[src/rtl/pong_referee_if.sv]
// Ball <-> referee link: the ball proposes a next position, the referee
// returns the registered position and single-cycle contact pulses.
interface pong_referee_if #(
  parameter int X_WIDTH = 10,
  parameter int Y_WIDTH = 10
);
  logic [X_WIDTH-1:0] newX;
  logic [Y_WIDTH-1:0] newY;
  logic [X_WIDTH-1:0] oldX;
  logic [Y_WIDTH-1:0] oldY;
  logic               touchingPaddle;
  logic               touchingWall;

  modport master (output newX, newY, input oldX, oldY, touchingPaddle, touchingWall);
  modport slave  (input newX, newY, output oldX, oldY, touchingPaddle, touchingWall);
endinterface

[src/rtl/pong_referee.sv]
// Pong referee: closes the ball position loop, detects contact and misses,
// keeps score and sequences serve / play / point / game-over.
module pong_referee #(
  parameter int X_WIDTH        = 10,
  parameter int Y_WIDTH        = 10,
  parameter int SCREEN_W       = 640,
  parameter int SCREEN_H       = 480,
  parameter int BALL_SIZE      = 8,
  parameter int PADDLE_W       = 8,
  parameter int PADDLE_H       = 64,
  parameter int LEFT_PADDLE_X  = 16,
  parameter int RIGHT_PADDLE_X = 616,
  parameter int SERVE_FRAMES   = 60,
  parameter int WIN_SCORE      = 7
) (
  input  logic               clk,
  input  logic               rst,
  input  logic               frameTick,
  input  logic               startGame,
  input  logic [Y_WIDTH-1:0] leftPaddleY,
  input  logic [Y_WIDTH-1:0] rightPaddleY,
  pong_referee_if.slave      ball,
  output logic [3:0]         scoreLeft,
  output logic [3:0]         scoreRight,
  output logic               playing,
  output logic               gameOver
);
  localparam int XE = X_WIDTH + 1;
  localparam int YE = Y_WIDTH + 1;
  localparam int CX = SCREEN_W/2 - BALL_SIZE/2;
  localparam int CY = SCREEN_H/2 - BALL_SIZE/2;
  localparam int CW = $clog2(SERVE_FRAMES + 1);

  typedef enum logic [1:0] {SERVE, PLAY, POINT, GAMEOVER} state_t;

  state_t             state, state_n;
  logic [CW-1:0]      cnt, cnt_n;
  logic [X_WIDTH-1:0] ox_n;
  logic [Y_WIDTH-1:0] oy_n;
  logic               tp_n, tw_n;
  logic [3:0]         sl_n, sr_n;

  // One extra bit of headroom so edge sums never wrap
  logic [XE-1:0] nx;
  logic [YE-1:0] ny, lpy, rpy;
  logic          left_miss, right_miss, hit_l, hit_r, wall;

  assign nx  = {1'b0, ball.newX};
  assign ny  = {1'b0, ball.newY};
  assign lpy = {1'b0, leftPaddleY};
  assign rpy = {1'b0, rightPaddleY};

  // newX past the playfield is a negative x that wrapped: treat as left miss
  assign left_miss  = (nx >= XE'(SCREEN_W)) || (nx + XE'(BALL_SIZE) <= XE'(LEFT_PADDLE_X));
  assign right_miss = nx >= XE'(RIGHT_PADDLE_X + PADDLE_W);

  assign hit_l = (nx < XE'(LEFT_PADDLE_X + PADDLE_W)) && (nx + XE'(BALL_SIZE) > XE'(LEFT_PADDLE_X)) &&
                 (ny < lpy + YE'(PADDLE_H)) && (ny + YE'(BALL_SIZE) > lpy);
  assign hit_r = (nx < XE'(RIGHT_PADDLE_X + PADDLE_W)) && (nx + XE'(BALL_SIZE) > XE'(RIGHT_PADDLE_X)) &&
                 (ny < rpy + YE'(PADDLE_H)) && (ny + YE'(BALL_SIZE) > rpy);
  assign wall  = (ny == '0) || (ny >= YE'(SCREEN_H - BALL_SIZE));

  always_comb begin
    state_n = state;
    cnt_n   = cnt;
    ox_n    = ball.oldX;
    oy_n    = ball.oldY;
    tp_n    = 1'b0;
    tw_n    = 1'b0;
    sl_n    = scoreLeft;
    sr_n    = scoreRight;
    unique case (state)
      SERVE: begin
        ox_n = X_WIDTH'(CX);
        oy_n = Y_WIDTH'(CY);
        if (frameTick) begin
          if (cnt == CW'(SERVE_FRAMES - 1)) begin
            cnt_n   = '0;
            state_n = PLAY;
          end else begin
            cnt_n = cnt + CW'(1);
          end
        end
      end
      PLAY: if (frameTick) begin
        if (left_miss) begin
          sr_n    = (scoreRight == 4'd15) ? scoreRight : scoreRight + 4'd1;
          state_n = POINT;
        end else if (right_miss) begin
          sl_n    = (scoreLeft == 4'd15) ? scoreLeft : scoreLeft + 4'd1;
          state_n = POINT;
        end else begin
          ox_n = ball.newX;
          oy_n = ball.newY;
          tp_n = hit_l | hit_r;
          tw_n = wall;
        end
      end
      POINT: begin
        ox_n    = X_WIDTH'(CX);
        oy_n    = Y_WIDTH'(CY);
        state_n = (scoreLeft == 4'(WIN_SCORE) || scoreRight == 4'(WIN_SCORE)) ? GAMEOVER : SERVE;
      end
      GAMEOVER: begin
        ox_n = X_WIDTH'(CX);
        oy_n = Y_WIDTH'(CY);
        if (startGame) begin
          sl_n    = '0;
          sr_n    = '0;
          cnt_n   = '0;
          state_n = SERVE;
        end
      end
      default: state_n = SERVE;
    endcase
  end

  always_ff @(posedge clk or negedge rst) begin
    if (!rst) begin
      state               <= SERVE;
      cnt                 <= '0;
      ball.oldX           <= X_WIDTH'(CX);
      ball.oldY           <= Y_WIDTH'(CY);
      ball.touchingPaddle <= 1'b0;
      ball.touchingWall   <= 1'b0;
      scoreLeft           <= '0;
      scoreRight          <= '0;
      playing             <= 1'b0;
      gameOver            <= 1'b0;
    end else begin
      state               <= state_n;
      cnt                 <= cnt_n;
      ball.oldX           <= ox_n;
      ball.oldY           <= oy_n;
      ball.touchingPaddle <= tp_n;
      ball.touchingWall   <= tw_n;
      scoreLeft           <= sl_n;
      scoreRight          <= sr_n;
      playing             <= (state_n == PLAY);
      gameOver            <= (state_n == GAMEOVER);
    end
  end
endmodule

[src/flat_wrapper.sv]
// flat-port wrapper written by rule: the top's interface ports become plain ports
module pong_referee_flat 
#(
  parameter int X_WIDTH        = 10,
  parameter int Y_WIDTH        = 10,
  parameter int SCREEN_W       = 640,
  parameter int SCREEN_H       = 480,
  parameter int BALL_SIZE      = 8,
  parameter int PADDLE_W       = 8,
  parameter int PADDLE_H       = 64,
  parameter int LEFT_PADDLE_X  = 16,
  parameter int RIGHT_PADDLE_X = 616,
  parameter int SERVE_FRAMES   = 60,
  parameter int WIN_SCORE      = 7
)
  (clk, rst, frameTick, startGame, leftPaddleY, rightPaddleY, scoreLeft, scoreRight, playing, gameOver, ball_newX, ball_newY, ball_oldX, ball_oldY, ball_touchingPaddle, ball_touchingWall);
  pong_referee_if #(.X_WIDTH(X_WIDTH), .Y_WIDTH(Y_WIDTH)) ball_i ();
  input  logic clk;
  input  logic rst;
  input  logic frameTick;
  input  logic startGame;
  input  logic [Y_WIDTH-1:0] leftPaddleY;
  input  logic [Y_WIDTH-1:0] rightPaddleY;
  output logic [3:0] scoreLeft;
  output logic [3:0] scoreRight;
  output logic playing;
  output logic gameOver;
  input wire logic [$bits(ball_i.newX)-1:0] ball_newX;
  input wire logic [$bits(ball_i.newY)-1:0] ball_newY;
  output wire logic [$bits(ball_i.oldX)-1:0] ball_oldX;
  output wire logic [$bits(ball_i.oldY)-1:0] ball_oldY;
  output wire logic [$bits(ball_i.touchingPaddle)-1:0] ball_touchingPaddle;
  output wire logic [$bits(ball_i.touchingWall)-1:0] ball_touchingWall;
  assign ball_i.newX = ball_newX;
  assign ball_i.newY = ball_newY;
  assign ball_oldX = ball_i.oldX;
  assign ball_oldY = ball_i.oldY;
  assign ball_touchingPaddle = ball_i.touchingPaddle;
  assign ball_touchingWall = ball_i.touchingWall;
  pong_referee #(.X_WIDTH(X_WIDTH), .Y_WIDTH(Y_WIDTH), .SCREEN_W(SCREEN_W), .SCREEN_H(SCREEN_H), .BALL_SIZE(BALL_SIZE), .PADDLE_W(PADDLE_W), .PADDLE_H(PADDLE_H), .LEFT_PADDLE_X(LEFT_PADDLE_X), .RIGHT_PADDLE_X(RIGHT_PADDLE_X), .SERVE_FRAMES(SERVE_FRAMES), .WIN_SCORE(WIN_SCORE)) u_core (.clk(clk), .rst(rst), .frameTick(frameTick), .startGame(startGame), .leftPaddleY(leftPaddleY), .rightPaddleY(rightPaddleY), .ball(ball_i), .scoreLeft(scoreLeft), .scoreRight(scoreRight), .playing(playing), .gameOver(gameOver));
endmodule
[config.mk]
export PLATFORM = sky130hd
export DESIGN_NAME = pong_referee_flat
export DESIGN_NICKNAME = d
export VERILOG_FILES = /design/src/rtl/pong_referee_if.sv /design/src/rtl/pong_referee.sv /design/src/flat_wrapper.sv
export SDC_FILE = /design/constraint.sdc
export NUM_CORES = 1
export LEC_CHECK = 0
export CORE_MARGIN = 10
export CORE_UTILIZATION = 25
export DETAILED_ROUTE_END_ITERATION = 10
export MAX_ROUTING_LAYER = met4
export PLACE_DENSITY = 0.45
export SETUP_SLACK_MARGIN = 0.02
export SLEW_MARGIN = 20
export SYNTH_ARGS = -nofsm -noshare
export SYNTH_HDL_FRONTEND = slang
export SYNTH_SLANG_ARGS = --single-unit
[constraint.sdc]
create_clock -name clk -period 1.9 [get_ports clk]
set_input_delay 0.38 -clock clk [delete_from_list [all_inputs] [get_ports clk]]
set_output_delay 0.38 -clock clk [all_outputs]
set_load 0.1 [all_outputs]
Figure 1. Port wiring (run 1).
(4 px per um)
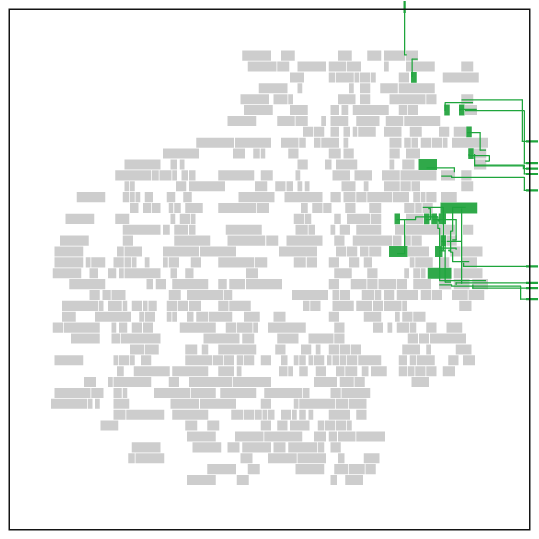
Green is rightPaddleY, bits 10, direction input, edge 9 right, 1 top, end cells 15, wire 387 um.
count of input and output buffers: 75
total I/O pin count: 76

Figure 2. Routed metal, one color a layer (run 1).
(3 px per um) Only two layers are drawn.
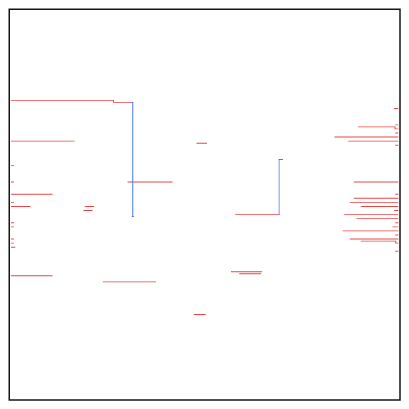
Blue is met4, wire length 56.4 um. Red is met3, wire length 374 um.

Figure 3. Cell outlines without signal wires (run 1).
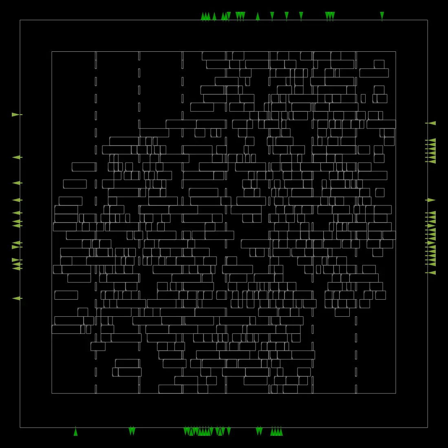
number of tap cells added at floorplan: 147
Core Area: 0.0119 mm^2

==> results.rst, run 1 <==
Metrics
=======

.. list-table::
   :header-rows: 1

   * - Metric
     - Value
   * - Logic share of the area
     - 40.5%
   * - Die ar.
     - approximately 0.017 mm^2
   * - Worst R2R End
     - u_core.playing
   * - Post-route setup TNS
     - -6.83 ns
   * - Number of instances in the placed design
     - 629
   * - Number of violations reported at the end of detailed-routing iteration 0
     - roughly 98
   * - Static leakage
     - around 2.5 nW
   * - CTS tree
     - done
   * - Number of filler cells placed in the layout
     - ~1100
   * - Vertical die dimension
     - between 100 and 150 um
   * - Final Wtd Congestion
     - 0.797
   * - Setup slack at placement
     - -1.12 ns
   * - Worst path depth
     - 12
   * - Total routing usage reported by global routing
     - a little over an eighth
   * - Clock-cell share
     - roughly 3.0%
   * - Number of antenna violations at the first check in global routing
     - 0
   * - Peak Freq
     - 446 MHz
   * - Routed Wire Length
     - ~11000 um
   * - Worst-Margin Slew
     - ~0.44 ns
   * - Worst setup path startpoint
     - ball_newX[4]
   * - Final non-filler cell area
     - around 0.0055 mm^2
   * - Critical Path Max Stage Delay
     - 0.47 ns
   * - Average wire length per cell after detail routing
     - about 16 um
   * - Slew headroom
     - a little over two thirds
   * - Cell kind with the greatest summed area
     - multi-input combinational cells
   * - FP Util
     - between 20% and 30%
   * - Antenna Violating Nets Remaining
     - 0
   * - Fin worst setup slack
     - -0.340 ns
   * - # DRC
     - 0
   * - Crit path buffers/inverters
     - 5
   * - Data arrival at the endpoint of the critical path
     - 2.45 ns
   * - Nets in the synthesized netlist
     - 419
   * - Crit Path Category
     - input port to flop
   * - Clock Sinks
     - roughly 40
   * - Area share of the leading cell type in the synthesized netlist
     - between 20% and 30%
   * - RSZ-0062 raised after global routing
     - true
   * - Buffer levels on the longest clock path
     - 2
   * - Synthesized netlist cell count
     - approximately 330
   * - Most common logic cell in the routed design
     - sky130_fd_sc_hd__buf_4
   * - Proportion of synthesized chip area in sequential cells
     - approximately 34%
   * - Syn Std Cell Area
     - 0.00301 mm^2
   * - Synth top cell by count
     - sky130_fd_sc_hd__ha_1
   * - Tally of max-capacitance violations
     - 0
   * - End of the critical path
     - u_core.scoreRight[0]
   * - Num sequential
     - about 40
   * - Endpoint type of the worst setup path
     - flop
   * - Tmin final
     - 2.24 ns
   * - Fraction of layout instances using a drive strength above 1
     - 45.1%
   * - Buffer type at the clock tree root
     - sky130_fd_sc_hd__clkbuf_16
   * - Worst min-delay path category
     - input port to asynchronous set/reset pin
   * - Top cells by count
     - sky130_fd_sc_hd__ha_1 (43), sky130_fd_sc_hd__dfrtp_1 (30), sky130_fd_sc_hd__inv_1 (30)
   * - Synthesized area divided by synthesized cell count
     - 9.07 um^2
   * - Total of warnings raised by yosys
     - 0
   * - Maximum clock skew at final layout
     - between 0.004 and 0.005 ns
   * - Main area contributors after synthesis
     - sky130_fd_sc_hd__dfrtp_1 (25%), sky130_fd_sc_hd__ha_1 (18%), sky130_fd_sc_hd__dfstp_2 (8.7%)
   * - Run status
     - finished with violations
   * - 1st-pass router iterations
     - 4
   * - Layout overhead on the synthesized area
     - 82.8%
   * - Pin count of the biggest net entering global routing
     - 24
   * - FFs w/ async S/R, synth
     - 100%
   * - Violated checks
     - negative setup slack
   * - Non-CTS buffers
     - 170
   * - Vias
     - approximately 3100
   * - DP Wirelength
     - between 8000 and 9000 um
   * - Insertion Delay late pin
     - between 0.2 and 0.3 ns
   * - Part of the cycle the worst path needs
     - 118%
   * - Yosys cell count
     - 332
   * - #FFs+latches synth
     - 40
   * - H-tree levels
     - 2
   * - Worst voltage drop across the vdd grid
     - a little under 0.4 mV
   * - CP top delay family
     - AND-OR/OR-AND gates
   * - Clock buffer cells
     - 5
   * - Antenna cells
     - 0
   * - Top_reg_cell synth
     - sky130_fd_sc_hd__dfrtp_1
   * - OpenROAD warning count
     - 33
   * - Total area of sequential cells
     - between 0.001 and 0.0015 mm^2
   * - Clock input transition at the sequential cells of the worst setup and hold paths
     - 0.06 ns
   * - Post-layout instance count excluding filler cells
     - around 650
   * - Depth of the most critical reg-to-reg path
     - 6
   * - Vias in the first global route
     - between 3000 and 4000
   * - Final setup vio count
     - 28
   * - Cell with the largest stage delay on the worst path
     - sky130_fd_sc_hd__or4b_4
[run 1: cells by family (layout without fill, tap and decap cells)]
kind of cell / Yosys count / in the layout / synth area share, %
multiplexers: 4 / 4 / 1.37
XOR/XNOR: 14 / 14 / 4.07
AND/OR/NAND/NOR: 109 / 109 / 18.5
adder cells (fa/ha/maj): 43 / 43 / 17.9
AND-OR/OR-AND: 84 / 85 / 19.7
flip-flops: 40 / 40 / 33.7
buffers and inverters: 38 / 208 / 4.90
[run 1: routing by layer]
metal  part of all wire (%)  up-vias  global-route usage, %
met1                     46     1508                   16.0
met3                    3.5        4                   2.27
met5                      0        -                      -
met4                   0.53        0                   2.58
met2                     50       53                   22.4
li1                       -     1557                      -
[run 1: where the power goes]
part	internal (mW)	switching [mW]	total, mW
logic	0.466	0.467	0.933
clock network	0.617	0.344	0.961
registers	0.918	0.0880	1.01
[run 1: flip-flops by register name, indices dropped and copies added, names as in the netlist]
name,flops
u_core.ball.oldX,10
u_core.ball.oldY,10
u_core.ball.touchingPaddle,1
u_core.ball.touchingWall,1
u_core.cnt,6
u_core.gameOver,1
u_core.playing,1
u_core.scoreLeft,4
u_core.scoreRight,4
u_core.state,2
[run 1: worst min-delay path by stage]
stage | endpoint | slack [ns]
finish | u_core.state[1] | 0.04
detailed placement | u_core.ball.oldX[6] | 0.35
floorplan | u_core.ball.oldX[0] | 0.08
CTS | u_core.state[1] | 0.05
global route | u_core.ball.oldY[9] | 0.05
global placement | u_core.scoreLeft[1] | 0.35
[run 1: what timing repair did]
action,CTS,global route
gates resized,168,10
hold buffers,0,0
gates cloned,0,1
endpoints found under the setup margin,33,33
setup buffers,12,1
pin swaps,38,4
==> inputs of run 2 (changes only) <==
Settings changed: CORE_UTILIZATION 25 to 50, PLACE_DENSITY 0.45 to 0.8.
Figure 4. Routed metal, one color a layer (run 2).
(4 px per um) Only two layers are drawn.
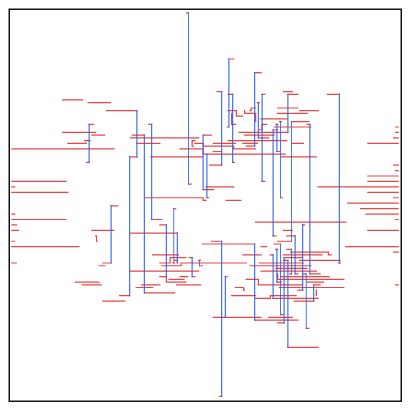
Red is met3, wire length 926 um. Blue is met4, wire length 706 um.

Figure 5. Cell outlines without signal wires (run 2).
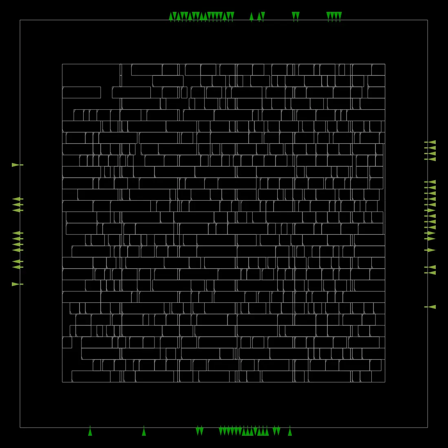
sequential cell area share: 19.7%
post-layout instance count excluding filler cells: 571
site row count: 28

==> run 2 against run 1 <==
Against the previous run:
- synthesized cell count unchanged
- sequential power about the same
- clock power decreased by 42%
- fmax increased by 2.0%
- wire length increased by 19%
- global-route usage increased by 11 points
- sequential cell count unchanged
- the run still ends with negative setup slack left
- critical path depth increased by 1
- synthesized area unchanged
- final area decreased by 6.0%
- first-iteration DRC count increased to 2.5 times the previous value
==> results.rst, run 2 <==
Metrics
=======

.. list-table::
   :header-rows: 1

   * - Metric
     - Value
   * - FFs w/ async S/R, synth
     - 100%
   * - Final Wtd Congestion
     - between 0.8 and 0.9
   * - Number of instances in the placed design
     - ~550
   * - Layout overhead on the synthesized area
     - 71.9%
   * - Data arrival at the endpoint of the critical path
     - about 2.4 ns
   * - Combinational share of power
     - between 30% and 40%
   * - Pin count of the biggest net entering global routing
     - about 41
   * - Clock-cell share
     - under 10%
   * - Critical Path Max Stage Delay
     - around 0.46 ns
   * - OpenROAD warning count
     - 34
   * - # DRC
     - 0
   * - CTS tree
     - done
   * - Slew headroom
     - 66.2%
   * - Met2 track demand over resource
     - between 40% and 50%
   * - Number of tap cells added at floorplan
     - around 75
   * - Tmin final
     - 2.20 ns
   * - Switching power of the nets
     - between 0.9 and 1 mW
   * - Syn Std Cell Area
     - around 0.003 mm^2
   * - Number of antenna violations at the first check in global routing
     - 0
   * - Total of warnings raised by yosys
     - 0
   * - Clock buffer cells
     - 7
   * - Antenna Violating Nets Remaining
     - 0
   * - Total area of sequential cells
     - 0.00102 mm^2
   * - Average wire length per cell after detail routing
     - about 22 um
   * - Yosys cell count
     - roughly 330
   * - DP Wirelength
     - slightly above 8000 um
   * - Clock Sinks
     - ~40
   * - Vias in the first global route
     - 3599
   * - Violated checks
     - negative setup slack
   * - Static leakage
     - between 2 and 2.5 nW
   * - Share of total power in sequential cells
     - roughly two fifths
   * - Total I/O pin count
     - about 76
   * - Switching share of total power
     - a little over a third
   * - Tally of max-capacitance violations
     - 0
   * - FP Util
     - about half
   * - GRT met1 Usage
     - between 20% and 30%
   * - Depth of the most critical reg-to-reg path
     - 6
   * - Synth top cell by count
     - sky130_fd_sc_hd__ha_1
   * - Nets in the synthesized netlist
     - roughly 420
   * - Vertical die dimension
     - roughly 98 um
   * - Peak Freq
     - approximately 460 MHz
   * - Most common logic cell in the routed design
     - sky130_fd_sc_hd__buf_4
   * - Run status
     - finished with violations
   * - Worst min-delay path category
     - input port to asynchronous set/reset pin
   * - Vias
     - about 3600
   * - Core Area
     - approximately 0.0059 mm^2
   * - Top_reg_cell synth
     - sky130_fd_sc_hd__dfrtp_1
   * - Routed Wire Length
     - approximately 13000 um
   * - Metal-1 WL
     - approximately 4500 um
   * - Met2 WL
     - roughly 6500 um
   * - Proportion of synthesized chip area in sequential cells
     - between 30 and 40%
   * - Worst-Margin Slew
     - about 0.50 ns
   * - Count of input and output buffers
     - approximately 75
   * - Non-CTS buffers
     - 163
   * - Main area contributors after synthesis
     - sky130_fd_sc_hd__dfrtp_1 (25%), sky130_fd_sc_hd__ha_1 (18%), sky130_fd_sc_hd__dfstp_2 (8.7%)
   * - Met3 demand-to-capacity share in global routing
     - 3.98%
   * - Maximum clock skew at final layout
     - ~0.0085 ns
   * - Buffer type at the clock tree root
     - sky130_fd_sc_hd__clkbuf_8
   * - Die ar.
     - 0.00952 mm^2
   * - Insertion Delay late pin
     - roughly 0.30 ns
   * - Worst voltage drop across the vdd grid
     - between 0.7 and 0.8 mV
   * - Fin worst setup slack
     - -0.296 ns
   * - Registers with the most flip-flops
     - u_core.ball.oldX: 10 flops, u_core.ball.oldY: 10 flops, u_core.cnt: 6 flops
   * - Final non-filler cell area
     - 0.00517 mm^2
   * - Endpoint type of the worst setup path
     - flop
   * - Cell kind with the greatest summed area
     - multi-input combinational cells
   * - Fraction of layout instances using a drive strength above 1
     - between 40% and 50%
   * - Final setup vio count
     - 28
   * - Cell with the largest stage delay on the worst path
     - sky130_fd_sc_hd__or4b_4
   * - Internal power
     - ~1.6 mW
[run 2: path summary, 6_finish.rpt]
kind                                     start                   end  slack, ns
setup / recovery                  ball_newX[4]   u_core.ball.oldY[0]      -0.30
hold / removal                             rst  u_core.scoreRight[2]       0.12
setup reg to reg                 u_core.cnt[0]        u_core.playing       0.09
hold reg to reg            u_core.ball.oldY[3]   u_core.ball.oldY[3]       0.54
min in group clk                  ball_newX[3]   u_core.ball.oldX[3]       0.51
max in group asynchronous                  rst   u_core.scoreLeft[0]       1.39
[run 2: kinds of logic after synthesis]
family | count (synthesis) | share of synthesized area (%)
buffers and inverters | 38 | 4.90
adder cells (fa/ha/maj) | 43 | 17.9
flip-flops | 40 | 33.7
AND/OR/NAND/NOR | 109 | 18.5
multiplexers | 4 | 1.37
XOR/XNOR | 14 | 4.07
AND-OR/OR-AND | 84 | 19.7
[run 2: power by group through the flow]
stage          clock (mW)  sequential, mW  combinational (mW)
2_1_floorplan           0            1.08               0.330
3_3_place_gp            0            1.01               0.783
3_5_place_dp            0            1.02               0.827
4_1_cts             0.563            1.00               0.910
5_1_grt             0.601            1.02                1.03
6_report            0.562            1.01               0.975
[run 2: critical path: cells and delay by family]
family	cells	cell delay, ns
buffers and inverters	6	0.74
AOI/OAI and AO/OA	4	0.66
and+or+nand+nor	2	0.51
adders and majority gates	1	0.10
[run 2: metrics by stage]
step / TNS (ns) / setup slack, ns
5_1_grt: -7.78 / -0.387
4_1_cts: -4.21 / -0.238
3_5_place_dp: -28.93 / -1.06
3_3_place_gp: -27.20 / -1.02
2_1_floorplan: -3.28 / -0.302
6_report: -6.17 / -0.296
[run 2: what timing repair did]
action,in CTS,in global routing
gates resized,121,16
cloned,1,0
hold buffers,0,0
setup endpoints to repair,33,32
pin swaps,46,8
buffers inserted,9,2
No activity file was given, so power comes from the tool's default toggle rates.
